### src/rtl/genius_pkg.sv
// rtl/genius_pkg.sv - shared colour codes, player states and LED decode for the Genius sequence player
// Purpose: constants and helpers imported by genius_seq_player and genius_timer.
// Contents: colour codes, player state encoding, onehot() colour-to-lamp decode.
package genius_pkg;

  localparam logic [1:0] COL_GREEN = 2'd0;
  localparam logic [1:0] COL_RED   = 2'd1;
  localparam logic [1:0] COL_BLUE  = 2'd2;
  localparam logic [1:0] COL_NONE  = 2'd3;

  typedef enum logic [2:0] {
    ST_IDLE  = 3'd0,
    ST_FETCH = 3'd1,
    ST_ON    = 3'd2,
    ST_GAP   = 3'd3,
    ST_DONE  = 3'd4
  } state_e;

  // Bit i of the lamp pattern drives the LED beside button i; the
  // unused code lights nothing so a corrupt RAM word stays dark.
  function automatic logic [2:0] onehot(input logic [1:0] code);
    logic [2:0] pat;
    case (code)
      COL_GREEN: pat = 3'b001;
      COL_RED:   pat = 3'b010;
      COL_BLUE:  pat = 3'b100;
      default:   pat = 3'b000;
    endcase
    return pat;
  endfunction

endpackage

### src/rtl/genius_timer.sv
// rtl/genius_timer.sv - loadable down-counter used for the LED on and gap intervals
// Purpose: holds a cycle count that decrements to zero and stays there.
// Ports: clock, reset (sync, active-high), load (take value), value (count to load),
//        expired (count is zero).
module genius_timer #(
  parameter int W = 8
) (
  input  logic         clock,
  input  logic         reset,
  input  logic         load,
  input  logic [W-1:0] value,
  output logic         expired
);

  logic [W-1:0] count;

  always_ff @(posedge clock) begin
    if (reset) begin
      count <= '0;
    end else if (load) begin
      count <= value;
    end else if (count != '0) begin
      count <= count - W'(1);
    end
  end

  // Loading T-1 and leaving on zero gives an interval of exactly T cycles.
  assign expired = (count == '0);

endmodule

### src/rtl/genius_seq_player.sv
// rtl/genius_seq_player.sv - plays the stored Genius colour sequence on the three game LEDs
// Purpose: on start, steps through len_q RAM entries, lighting each colour for
//          T_on cycles followed by T_gap dark cycles, then pulses done.
// Ports: clock, reset (sync, active-high), start, length, speed (on/gap shift),
//        seq_addr/seq_data (synchronous RAM, 1-cycle read), leds (one-hot lamp),
//        busy (not idle), done (end-of-playback pulse).
module genius_seq_player
  import genius_pkg::*;
#(
  parameter int MAX_LEN    = 16,
  parameter int ON_CYCLES  = 25000000,
  parameter int GAP_CYCLES = 12500000,
  parameter int ADDR_W     = $clog2(MAX_LEN)
) (
  input  logic              clock,
  input  logic              reset,
  input  logic              start,
  input  logic [ADDR_W:0]   length,
  input  logic [1:0]        speed,
  output logic [ADDR_W-1:0] seq_addr,
  input  logic [1:0]        seq_data,
  output logic [2:0]        leds,
  output logic              busy,
  output logic              done
);

  localparam int CNT_MAX = (ON_CYCLES > GAP_CYCLES) ? ON_CYCLES : GAP_CYCLES;
  localparam int CNT_W   = $clog2(CNT_MAX + 1);

  localparam logic [ADDR_W:0]  MAX_LEN_V = (ADDR_W + 1)'(MAX_LEN);
  localparam logic [CNT_W-1:0] ON_V      = CNT_W'(ON_CYCLES);
  localparam logic [CNT_W-1:0] GAP_V     = CNT_W'(GAP_CYCLES);

  state_e            state;
  logic [ADDR_W:0]   len_q;
  logic [1:0]        spd_q;
  logic [ADDR_W-1:0] step;
  logic [1:0]        col_q;

  logic [CNT_W-1:0]  on_shift;
  logic [CNT_W-1:0]  gap_shift;
  logic [CNT_W-1:0]  on_load;
  logic [CNT_W-1:0]  gap_load;
  logic [CNT_W-1:0]  tmr_value;
  logic              tmr_load;
  logic              tmr_expired;
  logic              last_step;

  // Interval lengths saturate at one cycle, so the loaded value is max(T,1)-1.
  always_comb begin
    on_shift  = ON_V >> spd_q;
    gap_shift = GAP_V >> spd_q;
    on_load   = (on_shift == '0) ? '0 : on_shift - CNT_W'(1);
    gap_load  = (gap_shift == '0) ? '0 : gap_shift - CNT_W'(1);
  end

  assign last_step = ({1'b0, step} == (len_q - (ADDR_W + 1)'(1)));

  always_comb begin
    tmr_load  = 1'b0;
    tmr_value = on_load;
    if (state == ST_FETCH) begin
      tmr_load  = 1'b1;
      tmr_value = on_load;
    end else if (state == ST_ON && tmr_expired) begin
      tmr_load  = 1'b1;
      tmr_value = gap_load;
    end
  end

  genius_timer #(
    .W(CNT_W)
  ) u_timer (
    .clock   (clock),
    .reset   (reset),
    .load    (tmr_load),
    .value   (tmr_value),
    .expired (tmr_expired)
  );

  // The RAM registers its address, so the address for a step is presented
  // on the cycle that enters FETCH; data is then valid during FETCH and is
  // captured into col_q on the FETCH->ON edge. Step is 0 in IDLE, which
  // covers the first fetch.
  always_comb begin
    if (state == ST_GAP && tmr_expired && !last_step) begin
      seq_addr = step + ADDR_W'(1);
    end else begin
      seq_addr = step;
    end
  end

  always_ff @(posedge clock) begin
    if (reset) begin
      state <= ST_IDLE;
      len_q <= '0;
      spd_q <= '0;
      step  <= '0;
      col_q <= '0;
    end else begin
      case (state)
        ST_IDLE: begin
          if (start) begin
            len_q <= (length > MAX_LEN_V) ? MAX_LEN_V : length;
            spd_q <= speed;
            step  <= '0;
            state <= (length == '0) ? ST_DONE : ST_FETCH;
          end
        end
        ST_FETCH: begin
          col_q <= seq_data;
          state <= ST_ON;
        end
        ST_ON: begin
          if (tmr_expired) begin
            state <= ST_GAP;
          end
        end
        ST_GAP: begin
          if (tmr_expired) begin
            if (last_step) begin
              step  <= '0;
              state <= ST_DONE;
            end else begin
              step  <= step + ADDR_W'(1);
              state <= ST_FETCH;
            end
          end
        end
        ST_DONE: begin
          state <= ST_IDLE;
        end
        default: begin
          state <= ST_IDLE;
        end
      endcase
    end
  end

  assign leds = (state == ST_ON) ? onehot(col_q) : 3'b000;
  assign busy = (state != ST_IDLE);
  assign done = (state == ST_DONE);

endmodule

### config.mk
export PLATFORM = sky130hd
export DESIGN_NAME = genius_seq_player
export DESIGN_NICKNAME = d
export VERILOG_FILES = /design/src/rtl/genius_pkg.sv /design/src/rtl/genius_timer.sv /design/src/rtl/genius_seq_player.sv
export SDC_FILE = /design/constraint.sdc
export NUM_CORES = 1
export LEC_CHECK = 0
export ABC_AREA = 1
export CAP_MARGIN = 20
export CORE_UTILIZATION = 45
export DETAILED_ROUTE_END_ITERATION = 10
export HOLD_SLACK_MARGIN = 0.02
export PLACE_DENSITY_LB_ADDON = 0.15
export REMOVE_ABC_BUFFERS = 1
export SLEW_MARGIN = 15
export SYNTH_ARGS = -nofsm -noshare
export SYNTH_HDL_FRONTEND = slang
export SYNTH_SLANG_ARGS = --single-unit
### constraint.sdc
create_clock -name clock -period 4 [get_ports clock]
set_input_delay 0.8 -clock clock [delete_from_list [all_inputs] [get_ports clock]]
set_output_delay 0.8 -clock clock [all_outputs]
set_load 0.1 [all_outputs]
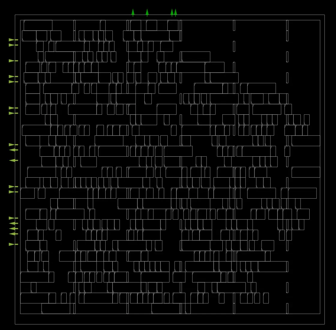
Fig. 1. Cell outlines without signal wires.
Fill cells: 618
flop count: 41
flop share of the area: 26.7%
Layout Cells excl Fill: 533
Tapcells: 75

==> GITHUB_STEP_SUMMARY <==
### Metrics collected by this job

| Metric | Value |
|---|---|
| Status | finished clean |
| Crit-path slowest cell | dfxtp_1 |
| Reg2Reg Depth | 8 |
| Max Root-Sink Buffers | 2 |
| Initial DRC count | ~180 |
| Largest net degree at the start of global routing | 22 |
| Final Max Tran Viols | 0 |
| #MultiIn Comb | 339 |
| Setup bufs post-CTS | 0 |
| WL final | roughly 6900 µm |
| First-pass GRT wire length | between 10000 and 15000 µm |
| Total global-route track usage | a little under a quarter |
| Post-CTS sizing | 0 |
| Die W | approximately 80 µm |
| Post-synth ARST share | 0% |
| RR Endpoint | u_timer.count[11] |
| Tool Warnings | 26 |
| Core box area | between 5000 and 6000 µm² |
| CTS Buf Count | 5 |
| Buffers excl. clock | 21 |
| FF+latch count, synth | approximately 41 |
| Drt pass-1 iters | 5 |
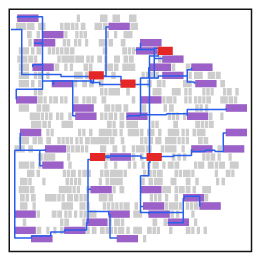
Fig. 2. Routed clock nets over the placement.
Scale: 3 px per µm.
Key: clock wires = blue [length 575 µm]; flip-flops = purple [count 41]; clock-net drivers = red [count 5]
Position of the flops: spread over the die. There are 6 routed clock nets.

-- report_power, final --
group	leakage [nW]	total, mW	switching [mW]	internal [mW]
clock	0.0450	0.274	0.153	0.121
sequential	0.337	0.677	0.129	0.548
combinational	1.03	1.74	1.20	0.542
-- cells by family (layout without fill, tap and decap cells) --
| group | after synthesis | count (layout) | share of synthesized area (%) |
|---|---|---|---|
| XOR/XNOR | 20 | 20 | 6.35 |
| buffers and inverters | 58 | 78 | 8.35 |
| AND/OR/NAND/NOR | 257 | 257 | 42.3 |
| flip-flops | 41 | 41 | 29.8 |
| AND-OR/OR-AND | 57 | 57 | 10.9 |
| adder cells (fa/ha/maj) | 5 | 5 | 2.27 |
-- layer usage --
metal | GRT usage (%) | routed length [µm] | vias to the layer above | part of all wire [%]
met4 | 4.64 | 34 | 0 | 0.49
li1 | - | - | 1434 | -
met1 | 32.8 | 3320 | 1226 | 48
met5 | 0 | 0 | - | 0
met2 | 38.4 | 3210 | 69 | 46
met3 | 4.20 | 392 | 3 | 5.6
-- state kept, by name, summed over array words and instances (netlist names) --
name,cells
spd_q,2
len_q,5
u_timer.count,25
col_q,2
step,4
state,3
-- per-stage QoR --
step	setup WS, ns	cells	area (µm²)	hold WS, ns
after floorplan	0.454	429	2710	0.439
after global placement	1.40	525	3000	0.458
after detailed placement	1.37	525	3000	0.461
after CTS	1.03	533	3080	0.474
after global routing	0.820	533	3080	0.494
final	1.04	533	3080	0.472
-- worst max-delay path by stage --
stage	end	cells past startpoint
finish	seq_addr[3]	12
global route	seq_addr[2]	11
CTS	seq_addr[3]	12
detailed placement	seq_addr[3]	12
global placement	seq_addr[3]	12
floorplan	seq_addr[0]	9
Power figures rest on the tool's default switching activity, not on a simulated workload.
